**Sequential cells colored by netlist name**

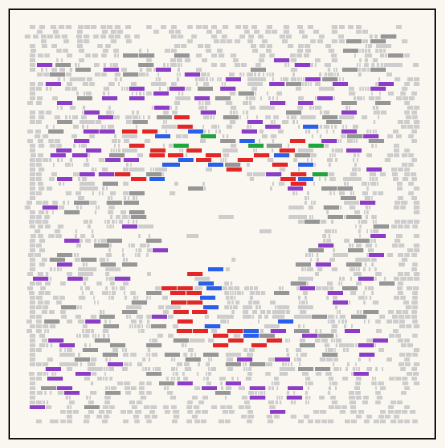
**I/O pins on the die edge**

Pins as bars across the die edge, other pins in gray.
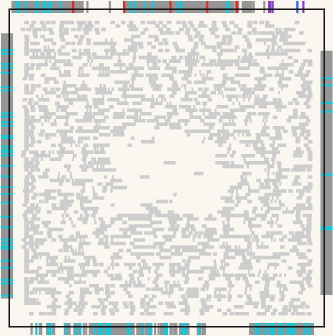
**Metal layers overlaid**

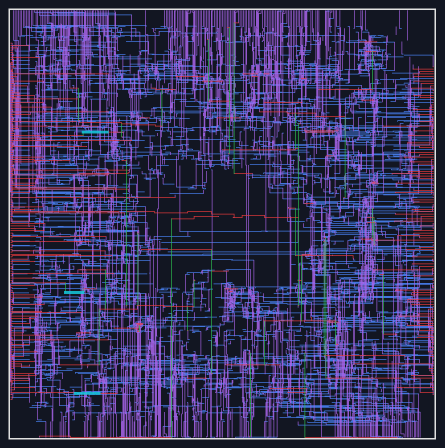
**The clock network**

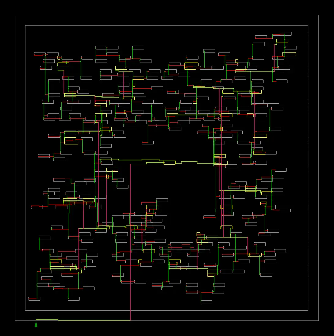
**Gate families picked out**

Bar = 50 µm.
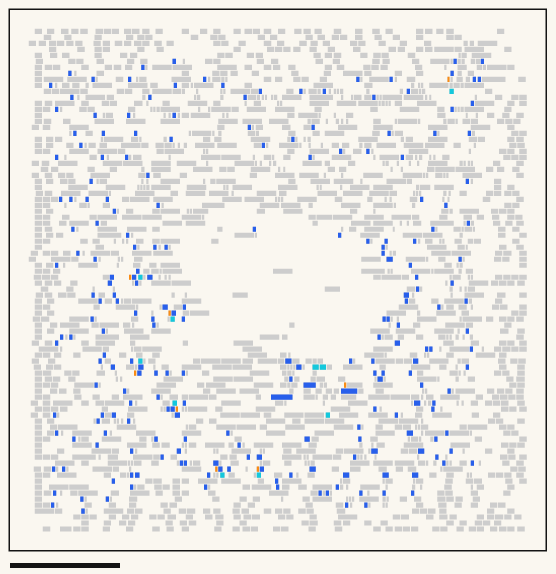
File: src/rtl/bu_writeback_router.sv
// Write-back router for the 8-BU NTT datapath.
// Delays the per-beat control (valid, len, mode, addresses) so it lines up with
// the butterfly outputs, steers each BU output to the bank/port it was read from,
// registers the write strobe/data, and counts write beats per NTT stage.
module bu_writeback_router #(
    parameter int DATA_WIDTH  = 13,
    parameter int ADDR_WIDTH  = 5,
    parameter int BU_LAT      = 3,
    parameter int STAGE_BEATS = 16
) (
    input  logic                              clk_i,
    input  logic                              rst_i,
    input  logic                              rd_valid_i,
    input  logic [7:0]                        len_i,
    input  logic                              is_NTT_i,
    input  logic [ADDR_WIDTH-1:0]             rd_addr_a_i,
    input  logic [ADDR_WIDTH-1:0]             rd_addr_b_i,
    input  logic [8*(DATA_WIDTH-1)-1:0]       bu_a_ntt_i,
    input  logic [8*(DATA_WIDTH-1)-1:0]       bu_b_ntt_i,
    input  logic [8*(DATA_WIDTH-1)-1:0]       bu_a_intt_i,
    input  logic [8*(DATA_WIDTH-1)-1:0]       bu_b_intt_i,
    output logic                              wr_en_o,
    output logic [ADDR_WIDTH-1:0]             wr_addr_a_o,
    output logic [ADDR_WIDTH-1:0]             wr_addr_b_o,
    output logic [8*(DATA_WIDTH-1)-1:0]       wr_data_a_o,
    output logic [8*(DATA_WIDTH-1)-1:0]       wr_data_b_o,
    output logic [$clog2(STAGE_BEATS)-1:0]    beat_cnt_o,
    output logic                              stage_done_o,
    output logic                              err_len_o
);

    // Stored coefficient width; the BU operand carries one extra bit.
    localparam int W     = DATA_WIDTH - 1;
    localparam int CNT_W = $clog2(STAGE_BEATS);
    localparam logic [CNT_W-1:0] CNT_LAST = CNT_W'(STAGE_BEATS - 1);
    localparam logic [CNT_W-1:0] CNT_ONE  = CNT_W'(1);

    localparam logic [1:0] ST_IDLE = 2'd0;
    localparam logic [1:0] ST_RUN  = 2'd1;
    localparam logic [1:0] ST_DONE = 2'd2;

    // Control that must travel with a beat through the BU pipeline.
    typedef struct packed {
        logic                  vld;
        logic [7:0]            len;
        logic                  mode;
        logic [ADDR_WIDTH-1:0] addr_a;
        logic [ADDR_WIDTH-1:0] addr_b;
    } beat_t;

    beat_t dl_q [BU_LAT];
    beat_t dl_d [BU_LAT];
    beat_t tail;

    logic                  wr_en_q,      wr_en_d;
    logic [ADDR_WIDTH-1:0] wr_addr_a_q,  wr_addr_a_d;
    logic [ADDR_WIDTH-1:0] wr_addr_b_q,  wr_addr_b_d;
    logic [8*W-1:0]        wr_data_a_q,  wr_data_a_d;
    logic [8*W-1:0]        wr_data_b_q,  wr_data_b_d;
    logic [CNT_W-1:0]      cnt_q,        cnt_d;
    logic [1:0]            state_q,      state_d;
    logic                  done_q,       done_d;
    logic                  err_q,        err_d;

    logic [2:0]            len_info;
    logic                  len_legal;
    logic [1:0]            len_cls;
    logic                  counted;
    logic [W-1:0]          route_a [8];
    logic [W-1:0]          route_b [8];

    // Classify a stage len: {legal, class}. Class 3 covers every len from 16 down to 2,
    // which all share the same read mapping.
    function automatic logic [2:0] decode_len(input logic [7:0] len);
        case (len)
            8'd128:                   decode_len = 3'b100;
            8'd64:                    decode_len = 3'b101;
            8'd32:                    decode_len = 3'b110;
            8'd16, 8'd8, 8'd4, 8'd2:  decode_len = 3'b111;
            default:                  decode_len = 3'b000;
        endcase
    endfunction

    // Destination of one BU output as {port_b, bank}. The A output lands on the even bank
    // of a pair and the B output on the odd one, except for the two short-len BUs that
    // write the same bank on both ports.
    function automatic logic [3:0] route_dest(input logic [1:0] cls, input logic [2:0] j,
                                              input logic is_b);
        logic       port;
        logic [2:0] base;
        logic [2:0] bank;
        case (cls)
            2'd0:    begin port = j[2]; base = {j[1:0], 1'b0};       end
            2'd1:    begin port = j[1]; base = {j[2], j[0], 1'b0};   end
            default: begin port = j[0]; base = {j[2:1], 1'b0};       end
        endcase
        bank = base | {2'b00, is_b};
        if (cls == 2'd3 && j[2:1] == 2'b00) begin
            port = is_b;
            bank = {2'b00, j[0]};
        end
        route_dest = {port, bank};
    endfunction

    assign tail      = dl_q[BU_LAT-1];
    assign len_info  = decode_len(tail.len);
    assign len_legal = len_info[2];
    assign len_cls   = len_info[1:0];
    assign counted   = tail.vld & len_legal;

    // Shift the beat control one stage per cycle; the tail coincides with the BU outputs.
    always_comb begin
        dl_d[0] = '{vld: rd_valid_i, len: len_i, mode: is_NTT_i,
                    addr_a: rd_addr_a_i, addr_b: rd_addr_b_i};
        for (int k = 1; k < BU_LAT; k++) begin
            dl_d[k] = dl_q[k-1];
        end
    end

    // Select NTT/iNTT outputs and scatter them to their bank/port slots.
    always_comb begin
        logic [3:0]   dst;
        logic [W-1:0] a_src;
        logic [W-1:0] b_src;
        for (int k = 0; k < 8; k++) begin
            route_a[k] = '0;
            route_b[k] = '0;
        end
        for (int j = 0; j < 8; j++) begin
            a_src = tail.mode ? bu_a_ntt_i[j*W +: W] : bu_a_intt_i[j*W +: W];
            b_src = tail.mode ? bu_b_ntt_i[j*W +: W] : bu_b_intt_i[j*W +: W];
            dst = route_dest(len_cls, 3'(j), 1'b0);
            if (dst[3]) route_b[dst[2:0]] = a_src;
            else        route_a[dst[2:0]] = a_src;
            dst = route_dest(len_cls, 3'(j), 1'b1);
            if (dst[3]) route_b[dst[2:0]] = b_src;
            else        route_a[dst[2:0]] = b_src;
        end
    end

    // Next output-register values: load on a legal beat, otherwise hold; latch len errors.
    always_comb begin
        wr_en_d     = counted;
        wr_addr_a_d = wr_addr_a_q;
        wr_addr_b_d = wr_addr_b_q;
        wr_data_a_d = wr_data_a_q;
        wr_data_b_d = wr_data_b_q;
        if (counted) begin
            wr_addr_a_d = tail.addr_a;
            wr_addr_b_d = tail.addr_b;
            for (int k = 0; k < 8; k++) begin
                wr_data_a_d[k*W +: W] = route_a[k];
                wr_data_b_d[k*W +: W] = route_b[k];
            end
        end
        err_d = err_q | (tail.vld & ~len_legal);
    end

    // Stage FSM: count legal write beats and pulse done alongside the last one.
    always_comb begin
        state_d = state_q;
        cnt_d   = cnt_q;
        done_d  = 1'b0;
        case (state_q)
            ST_IDLE, ST_DONE: begin
                if (counted) begin
                    state_d = ST_RUN;
                    cnt_d   = CNT_ONE;
                end else if (state_q == ST_DONE) begin
                    state_d = ST_IDLE;
                end
            end
            ST_RUN: begin
                if (counted) begin
                    if (cnt_q == CNT_LAST) begin
                        state_d = ST_DONE;
                        cnt_d   = '0;
                        done_d  = 1'b1;
                    end else begin
                        cnt_d = cnt_q + CNT_ONE;
                    end
                end
            end
            default: begin
                state_d = ST_IDLE;
                cnt_d   = '0;
            end
        endcase
    end

    // Delay-line registers; reset drops any beats still in flight.
    always_ff @(posedge clk_i or negedge rst_i) begin
        if (!rst_i) begin
            for (int k = 0; k < BU_LAT; k++) begin
                dl_q[k] <= '0;
            end
        end else begin
            for (int k = 0; k < BU_LAT; k++) begin
                dl_q[k] <= dl_d[k];
            end
        end
    end

    // Output, counter and FSM registers.
    always_ff @(posedge clk_i or negedge rst_i) begin
        if (!rst_i) begin
            wr_en_q     <= 1'b0;
            wr_addr_a_q <= '0;
            wr_addr_b_q <= '0;
            wr_data_a_q <= '0;
            wr_data_b_q <= '0;
            cnt_q       <= '0;
            state_q     <= ST_IDLE;
            done_q      <= 1'b0;
            err_q       <= 1'b0;
        end else begin
            wr_en_q     <= wr_en_d;
            wr_addr_a_q <= wr_addr_a_d;
            wr_addr_b_q <= wr_addr_b_d;
            wr_data_a_q <= wr_data_a_d;
            wr_data_b_q <= wr_data_b_d;
            cnt_q       <= cnt_d;
            state_q     <= state_d;
            done_q      <= done_d;
            err_q       <= err_d;
        end
    end

    assign wr_en_o      = wr_en_q;
    assign wr_addr_a_o  = wr_addr_a_q;
    assign wr_addr_b_o  = wr_addr_b_q;
    assign wr_data_a_o  = wr_data_a_q;
    assign wr_data_b_o  = wr_data_b_q;
    assign beat_cnt_o   = cnt_q;
    assign stage_done_o = done_q;
    assign err_len_o    = err_q;

endmodule
File: config.mk
export PLATFORM = sky130hd
export DESIGN_NAME = bu_writeback_router
export DESIGN_NICKNAME = d
export VERILOG_FILES = /design/src/rtl/bu_writeback_router.sv
export SDC_FILE = /design/constraint.sdc
export NUM_CORES = 1
export LEC_CHECK = 0
export CAP_MARGIN = 40
export CORE_AREA = 8 8 235 237
export DETAILED_ROUTE_END_ITERATION = 16
export DIE_AREA = 0 0 243 245
export GPL_ROUTABILITY_DRIVEN = 0
export HOLD_SLACK_MARGIN = 0.1
export PLACE_DENSITY_LB_ADDON = 0.05
export REMOVE_ABC_BUFFERS = 1
export SLEW_MARGIN = 10
export SYNTH_ARGS = -nofsm -noshare
export SYNTH_HDL_FRONTEND = slang
export SYNTH_SLANG_ARGS = --single-unit
File: constraint.sdc
create_clock -name clk_i -period 6.6 [get_ports clk_i]
set_input_delay 1.98 -clock clk_i [delete_from_list [all_inputs] [get_ports clk_i]]
set_output_delay 1.98 -clock clk_i [all_outputs]
set_load 0.05 [all_outputs]
==> impl_metrics.yaml <==
# generated from flow reports
power:
  clk_pwr_share: 0.273
  peak_supply_drop_mv: 0.200
worst_setup_path:
  critical_path.top_delay_family: "buffers and inverters"
logic_synthesis:
  top_area_frac: 0.495
  cell_types_with_the_highest_counts_after_synthesis: "sky130_fd_sc_hd__nand2_1, sky130_fd_sc_hd__dfrtp_1, sky130_fd_sc_hd__mux2i_1"
  flops_latches_synth: 271
clock_network:
  clock-sinks: 271
  cts-hold-fix-buffers: 0
  cts_setup_buffers: 0
worst_hold_path:
  hp-start: "dl_d[3]$_DFF_PN0_"
layout:
  clock_buffer_count: 45
  combGateArea_um2: 6340
  post_route_design_area_um2: 21700
  inverters: 8
floorplanning:
  coreArea_um2: 51700
global_routing:
  grt_overflow: 0
  maximum_number_of_pins_on_one_net_before_global_route_repair: 203
final_timing:
  max-slew-margin-rel: 0.343
  report.final.setup_viol: 0
run_status:
  run_status: "complete, no violations"
routing:
  dr_total_vias: 12400
## Picture notes: 'sequential cells colored by netlist name'
[`dl_d`] red | sequential cells: 40
[`wr_data_b_o`] purple | sequential cells: 96 | where: widely spread
[`wr_addr_b_o`] green | sequential cells: 5
[`dl_q`] blue | sequential cells: 20

## Picture notes: 'I/O pins on the die edge'
[`stage_done_o`] blue | pins: 1 | direction: output | edge: top
[`wr_addr_a_o`] red | pins: 5 | direction: output | edge: top
[`beat_cnt_o`] purple | pins: 4 | direction: output | edge: top
[`bu_a_ntt_i`] cyan | pins: 96 | direction: input | edge: 38 bottom, 33 left, 18 top, 7 right

## Picture notes: 'metal layers overlaid'
[met5] cyan | wire length: 37.7 µm
[met4] green | wire length: 1260 µm
[met1] blue | wire length: 24.6 mm
[met3] red | wire length: 4360 µm
[met2] purple | wire length: 29.5 mm

## Picture notes: 'the clock network'
clk latency late pin: 0.53 ns
setup clock skew after layout: 0.0125 ns
power attributed to the clock group: 2.11 mW

## Picture notes: 'gate families picked out'
[inverting AOI/OAI gates] blue | cells: 222 | most used: o21ai_1 | where: widely spread
[AND and OR gates] cyan | cells: 10 | most used: or3_1
[inverters] orange | cells: 8 | most used: inv_1
fin cells: 2666
combinational share of cell area: 0.292
most frequent logic cell in the layout: sky130_fd_sc_hd__clkdlybuf4s50_1

==> power groups by stage <==
stage | logic, mW | registers [mW] | clock network, mW
floorplan | 0.528 | 3.74 | 0
global placement | 3.35 | 2.34 | 0
detailed placement | 3.35 | 2.35 | 0
CTS | 3.35 | 2.33 | 2.18
global route | 3.47 | 2.38 | 2.24
finish | 3.30 | 2.32 | 2.11
==> metal layers <==
metal / GRT usage / part of all wire / vias up
met4: 0.0539 / 0.021 / 6
met2: 0.330 / 0.49 / 430
li1: - / - / 5994
met1: 0.232 / 0.41 / 5887
met5: 0 / 0.00062 / -
met3: 0.0614 / 0.073 / 70
==> cell families (layout without fill, tap and decap cells) <==
family                   count (synthesis)  count (layout)  synth area share
adder cells (fa/ha/maj)                  1               1          0.000913
buffers and inverters                  117             705            0.0448
flip-flops                             271             271             0.495
multiplexers                           248             248             0.188
XOR/XNOR                                 5               5           0.00320
AND/OR/NAND/NOR                        472             472             0.142
AND-OR/OR-AND                          275             275             0.126
other                                    0               1                 0
==> placed cells by master, fill, tap and decap left out, types with 2 or more instances in the layout <==
| cell | count |
|---|---|
| sky130_fd_sc_hd__clkdlybuf4s50_1 | 613 |
| sky130_fd_sc_hd__nand2_1 | 300 |
| sky130_fd_sc_hd__dfrtp_1 | 270 |
| sky130_fd_sc_hd__mux2i_1 | 174 |
| sky130_fd_sc_hd__o21ai_1 | 95 |
| sky130_fd_sc_hd__nor2_1 | 77 |
| sky130_fd_sc_hd__mux2_2 | 74 |
| sky130_fd_sc_hd__a21oi_1 | 62 |
| sky130_fd_sc_hd__nand3_1 | 54 |
| sky130_fd_sc_hd__clkbuf_16 | 37 |
| sky130_fd_sc_hd__o21ai_0 | 28 |
| sky130_fd_sc_hd__a32o_1 | 24 |
| sky130_fd_sc_hd__buf_4 | 14 |
| sky130_fd_sc_hd__a22o_1 | 13 |
| sky130_fd_sc_hd__o22ai_1 | 12 |
| sky130_fd_sc_hd__nor3_1 | 8 |
| sky130_fd_sc_hd__o211ai_1 | 8 |
| sky130_fd_sc_hd__o221ai_1 | 8 |
| sky130_fd_sc_hd__nor2b_1 | 7 |
| sky130_fd_sc_hd__a211o_1 | 7 |
| sky130_fd_sc_hd__inv_1 | 7 |
| sky130_fd_sc_hd__or3_1 | 7 |
| sky130_fd_sc_hd__bufinv_16 | 7 |
| sky130_fd_sc_hd__buf_12 | 6 |
| sky130_fd_sc_hd__xor2_1 | 5 |
| sky130_fd_sc_hd__clkinv_2 | 5 |
| sky130_fd_sc_hd__clkbuf_8 | 5 |
| sky130_fd_sc_hd__nand4_1 | 4 |
| sky130_fd_sc_hd__o31ai_1 | 4 |
| sky130_fd_sc_hd__o22a_1 | 4 |
| sky130_fd_sc_hd__clkinvlp_4 | 4 |
| sky130_fd_sc_hd__nor3b_1 | 3 |
| sky130_fd_sc_hd__clkbuf_1 | 3 |
| sky130_fd_sc_hd__and4_1 | 2 |
| sky130_fd_sc_hd__nor4b_1 | 2 |
==> registers in the layout, indices dropped and copies added (netlist names) <==
signal,cells
wr_addr_b_o,5
dl_q,20
stage_done_o,1
wr_en_o,1
dl_d,40
beat_cnt_o,4
wr_addr_a_o,5
wr_data_a_o,96
err_len_o,1
wr_data_b_o,96
state_q,2
No activity file was given, so power comes from the tool's default toggle rates.
